$ cat config.mk
export PLATFORM = sky130hd
export DESIGN_NAME = muldiv_sequencer
export DESIGN_NICKNAME = d
export VERILOG_FILES = /design/src/rtl/muldiv_sequencer.sv
export SDC_FILE = /design/constraint.sdc
export NUM_CORES = 1
export LEC_CHECK = 0
export CORE_AREA = 8 8 250 252
export DETAILED_ROUTE_END_ITERATION = 10
export DIE_AREA = 0 0 258 260
export MAX_ROUTING_LAYER = met4
export PLACE_DENSITY = 0.47
export SLEW_MARGIN = 20
export SYNTH_ARGS = -nofsm -noshare
export SYNTH_HDL_FRONTEND = slang
export SYNTH_SLANG_ARGS = --single-unit
$ cat constraint.sdc
create_clock -name CLK -period 9.7 [get_ports CLK]
set_clock_uncertainty 0.2 [all_clocks]
set_input_delay 1.455 -clock CLK [delete_from_list [all_inputs] [get_ports CLK]]
set_output_delay 1.455 -clock CLK [all_outputs]
set_load 0.05 [all_outputs]
$ cat src/rtl/muldiv_sequencer.sv
// Multi-cycle integer multiply/divide unit for the EX stage.
// Radix-2 shift-add multiply and restoring divide on operand magnitudes,
// one iteration per RUN cycle, WIDTH iterations per operation. The signs
// are fixed up on the edge that writes HI/LO.
module muldiv_sequencer #(
  parameter int WIDTH = 32
) (
  input  logic             CLK,
  input  logic             RST,
  input  logic             StartE,
  input  logic [1:0]       OpE,
  input  logic [WIDTH-1:0] SrcAE,
  input  logic [WIDTH-1:0] SrcBE,
  input  logic             Cancel,
  output logic             Busy,
  output logic             Done,
  output logic             DivZero,
  output logic [WIDTH-1:0] HI,
  output logic [WIDTH-1:0] LO
);

  localparam int CW = $clog2(WIDTH) + 1;

  typedef enum logic [1:0] {IDLE, RUN, DONE} state_t;

  state_t             state_q, state_d;
  logic [CW-1:0]      cnt_q, cnt_d;
  logic               div_q, div_d;       // 1: divide, 0: multiply
  logic               neg_lo_q, neg_lo_d; // negate product / quotient
  logic               neg_hi_q, neg_hi_d; // negate remainder
  logic               dz_q, dz_d;         // divide by zero seen at start
  logic [WIDTH-1:0]   a_q, a_d;           // raw dividend, HI on divide by zero
  logic [WIDTH-1:0]   b_q, b_d;           // multiplicand / divisor magnitude
  logic [2*WIDTH-1:0] acc_q, acc_d;       // {partial product|remainder, multiplier|quotient}
  logic [WIDTH-1:0]   hi_q, hi_d;
  logic [WIDTH-1:0]   lo_q, lo_d;

  logic               start;
  logic               last;
  logic               s_op, a_neg, b_neg;
  logic [WIDTH-1:0]   a_mag, b_mag;
  logic [WIDTH:0]     mul_sum;
  logic [2*WIDTH-1:0] mul_nxt, prod;
  logic [WIDTH:0]     rem_sh, diff;
  logic [2*WIDTH-1:0] div_nxt;
  logic [WIDTH-1:0]   quo, rem;

  // Operand magnitudes and one shift-add / restoring-subtract step
  always_comb begin
    s_op   = ~OpE[0];
    a_neg  = s_op & SrcAE[WIDTH-1];
    b_neg  = s_op & SrcBE[WIDTH-1];
    a_mag  = a_neg ? -SrcAE : SrcAE;
    b_mag  = b_neg ? -SrcBE : SrcBE;

    // Multiply: add multiplicand into the upper half when the low bit is set,
    // then shift the whole accumulator right (carry enters at the top).
    mul_sum = {1'b0, acc_q[2*WIDTH-1:WIDTH]} + (acc_q[0] ? {1'b0, b_q} : '0);
    mul_nxt = {mul_sum, acc_q[WIDTH-1:1]};
    prod    = neg_lo_q ? -mul_nxt : mul_nxt;

    // Divide: shift next dividend bit into the remainder, keep the
    // difference only if it did not go negative.
    rem_sh  = {acc_q[2*WIDTH-1:WIDTH], acc_q[WIDTH-1]};
    diff    = rem_sh - {1'b0, b_q};
    div_nxt = diff[WIDTH] ? {rem_sh[WIDTH-1:0], acc_q[WIDTH-2:0], 1'b0}
                          : {diff[WIDTH-1:0],   acc_q[WIDTH-2:0], 1'b1};
    quo     = neg_lo_q ? -div_nxt[WIDTH-1:0] : div_nxt[WIDTH-1:0];
    rem     = neg_hi_q ? -div_nxt[2*WIDTH-1:WIDTH] : div_nxt[2*WIDTH-1:WIDTH];
  end

  // Sequencer next state, operand capture and result write
  always_comb begin
    state_d  = state_q;
    cnt_d    = cnt_q;
    div_d    = div_q;
    neg_lo_d = neg_lo_q;
    neg_hi_d = neg_hi_q;
    dz_d     = dz_q;
    a_d      = a_q;
    b_d      = b_q;
    acc_d    = acc_q;
    hi_d     = hi_q;
    lo_d     = lo_q;

    start = (state_q != RUN) && StartE && !Cancel;
    last  = (cnt_q == CW'(WIDTH - 1));

    case (state_q)
      RUN: begin
        if (Cancel) begin
          state_d = IDLE;
        end else begin
          cnt_d = cnt_q + CW'(1);
          acc_d = div_q ? div_nxt : mul_nxt;
          if (last) begin
            state_d = DONE;
            if (!div_q) begin
              {hi_d, lo_d} = prod;
            end else if (dz_q) begin
              hi_d = a_q;
              lo_d = '1;
            end else begin
              hi_d = rem;
              lo_d = quo;
            end
          end
        end
      end
      DONE:    state_d = IDLE;
      default: state_d = IDLE;
    endcase

    // A start from IDLE or DONE overrides the default return to IDLE
    if (start) begin
      state_d  = RUN;
      cnt_d    = '0;
      div_d    = OpE[1];
      neg_lo_d = a_neg ^ b_neg;
      neg_hi_d = a_neg;
      dz_d     = OpE[1] && (SrcBE == '0);
      a_d      = SrcAE;
      b_d      = b_mag;
      acc_d    = {{WIDTH{1'b0}}, a_mag};
    end
  end

  // State and datapath registers with synchronous reset
  always_ff @(posedge CLK) begin
    if (RST) begin
      state_q  <= IDLE;
      cnt_q    <= '0;
      div_q    <= 1'b0;
      neg_lo_q <= 1'b0;
      neg_hi_q <= 1'b0;
      dz_q     <= 1'b0;
      a_q      <= '0;
      b_q      <= '0;
      acc_q    <= '0;
      hi_q     <= '0;
      lo_q     <= '0;
    end else begin
      state_q  <= state_d;
      cnt_q    <= cnt_d;
      div_q    <= div_d;
      neg_lo_q <= neg_lo_d;
      neg_hi_q <= neg_hi_d;
      dz_q     <= dz_d;
      a_q      <= a_d;
      b_q      <= b_d;
      acc_q    <= acc_d;
      hi_q     <= hi_d;
      lo_q     <= lo_d;
    end
  end

  assign Busy    = (state_q == RUN);
  assign Done    = (state_q == DONE);
  assign DivZero = Done && dz_q;
  assign HI      = hi_q;
  assign LO      = lo_q;

endmodule

Figure 1. Nets reached from selected ports.
Bar = 100 um.
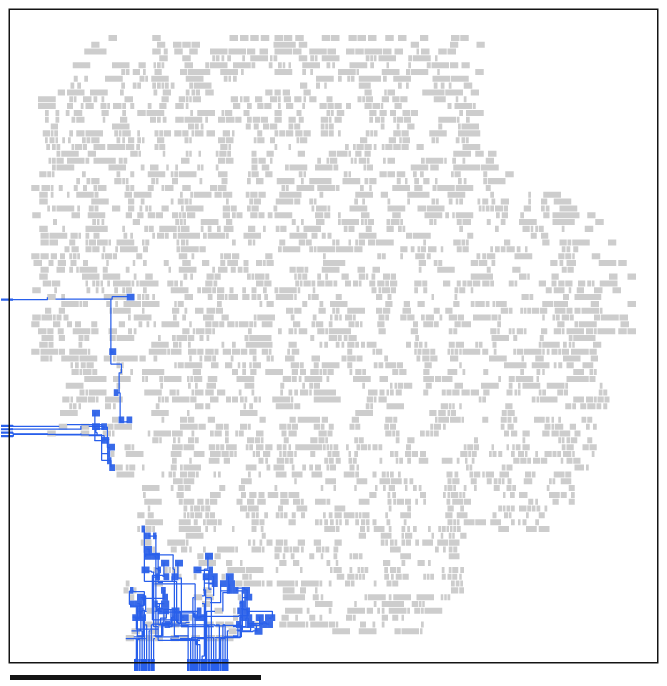
| port | color | bits | direction | end cells | buffers | wire |
|---|---|---|---|---|---|---|
| SrcBE | blue | 32 | input | 76 | 32 | 1,600 um |

Figure 2. Wire density map.
The die is cut into 26 by 26 equal tiles; dark blue is low, red is high, scaled to the fullest tile. Values are wire area over tile area, all layers added.
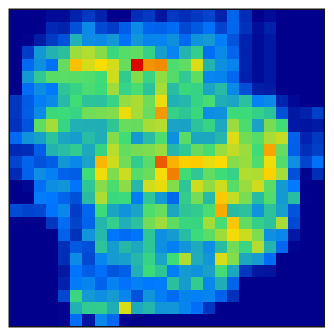
fullest tile: 0.59
tiles over half the peak: 22%
densest ninth of the die: center
mean over tiles: 0.18
nearly empty tiles: 22%

==> impl_metrics.yaml <==
# implementation run metrics
clocking:
  clk_path_buf_depth: 3
  cts_tree: "yes"
  path_clk_slew_ns: 0.06
  post-cts-setup-buffer-count: 0
  cts.sinks: 204
  clk_latency_ns: 0.60
  cts_resized: 0
  ctsHtreeMaxLevel: 1
placed_design:
  dp_hpwl_mm: 57.31
  gp_congestion: 0.9306
  port_buffers: 136
  dpl_cell_area_um2: 19230
routing:
  top_layer: "met4"
  wl_met2_mm: 32.15
  drcViolationCount: 0
  wl_met3_mm: 4.673
finish:
  num-nonclk-buffers: 166
  lay_top_cells: "nand2_1, a21oi_1, nor2_1, dfxtp_1, o21ai_0"
  logic_area_um2: 12350
  syn_to_final_growth_pct: 16.66
  fill_cells: 6191
  seqCellArea_um2: 4089
  diodes: 0
  clk_share: 0.04988
  largest_reg_flops: 64
  fin_nets: 2563
  layout_top_cell: "nand2_1"
  n_all_inverters: 66
  post_layout_nonfiller_instances: 3215
worst_hold_path:
  min_from: "b_q[31]"
  min_path_type: "reg2reg"
  min_delay_path_depth: 2
logic_synthesis:
  fa_ha_area_frac: 0.05278
  area_leaders: "dfxtp_1, a21oi_1, nand2_1"
  netlist_instances: 2403
  top_area_frac: 0.2354
  yosys_most_used_dff: "dfxtp_1"
  top_logic_kind: "AND-OR/OR-AND gates"
  synth_seq_share: 0.2354
  synth_area_um2: 17350
final_timing:
  fin_crit_ns: 6.376
  period_used_share: 0.6573
  worst_slew_pin_slew_ns: 1.111
  slew_headroom: 0.2567
  finalHoldViolations: 0
worst_setup_path:
  r2r_cells: 19
  path_depth: 19
  start_kind: "flip-flop"
  crit_path_cell_trace: "inv_1 -> ha_1 -> inv_1 -> fa_1 -> a211oi_1 -> o21ai_1 -> o211ai_1 -> a211oi_1 -> nor4_2 -> nor2_4 -> inv_1 -> nor2_1 -> a21oi_1 -> ha_1 -> o21ai_1 -> or4_1 -> nor4_1 -> mux2i_1 -> a21oi_1"
  r2r_end: "HI[30]"
  end_kind: "flip-flop"
  critical-path-max-stage-delay_ns: 0.74
  cp_top_family: "simple AND/OR/NAND/NOR gates"
pwr:
  power_frac_seq: 0.338
  leakagePower_nw: 7.341
  max-vdd-ir-drop_v: 0.0001336
  power-top-group: "the clock network"
run_status:
  outcome: "finished clean"
grt:
  grt_max_degree: 70
  top_usage_layer: "met2"
  grt_remaining_overflow: 0
floorplan:
  die_y_um: 260
  rows: 89
  fp_util: 0.2968
  num_io_pins: 137
Power and IR drop assume default switching activity.
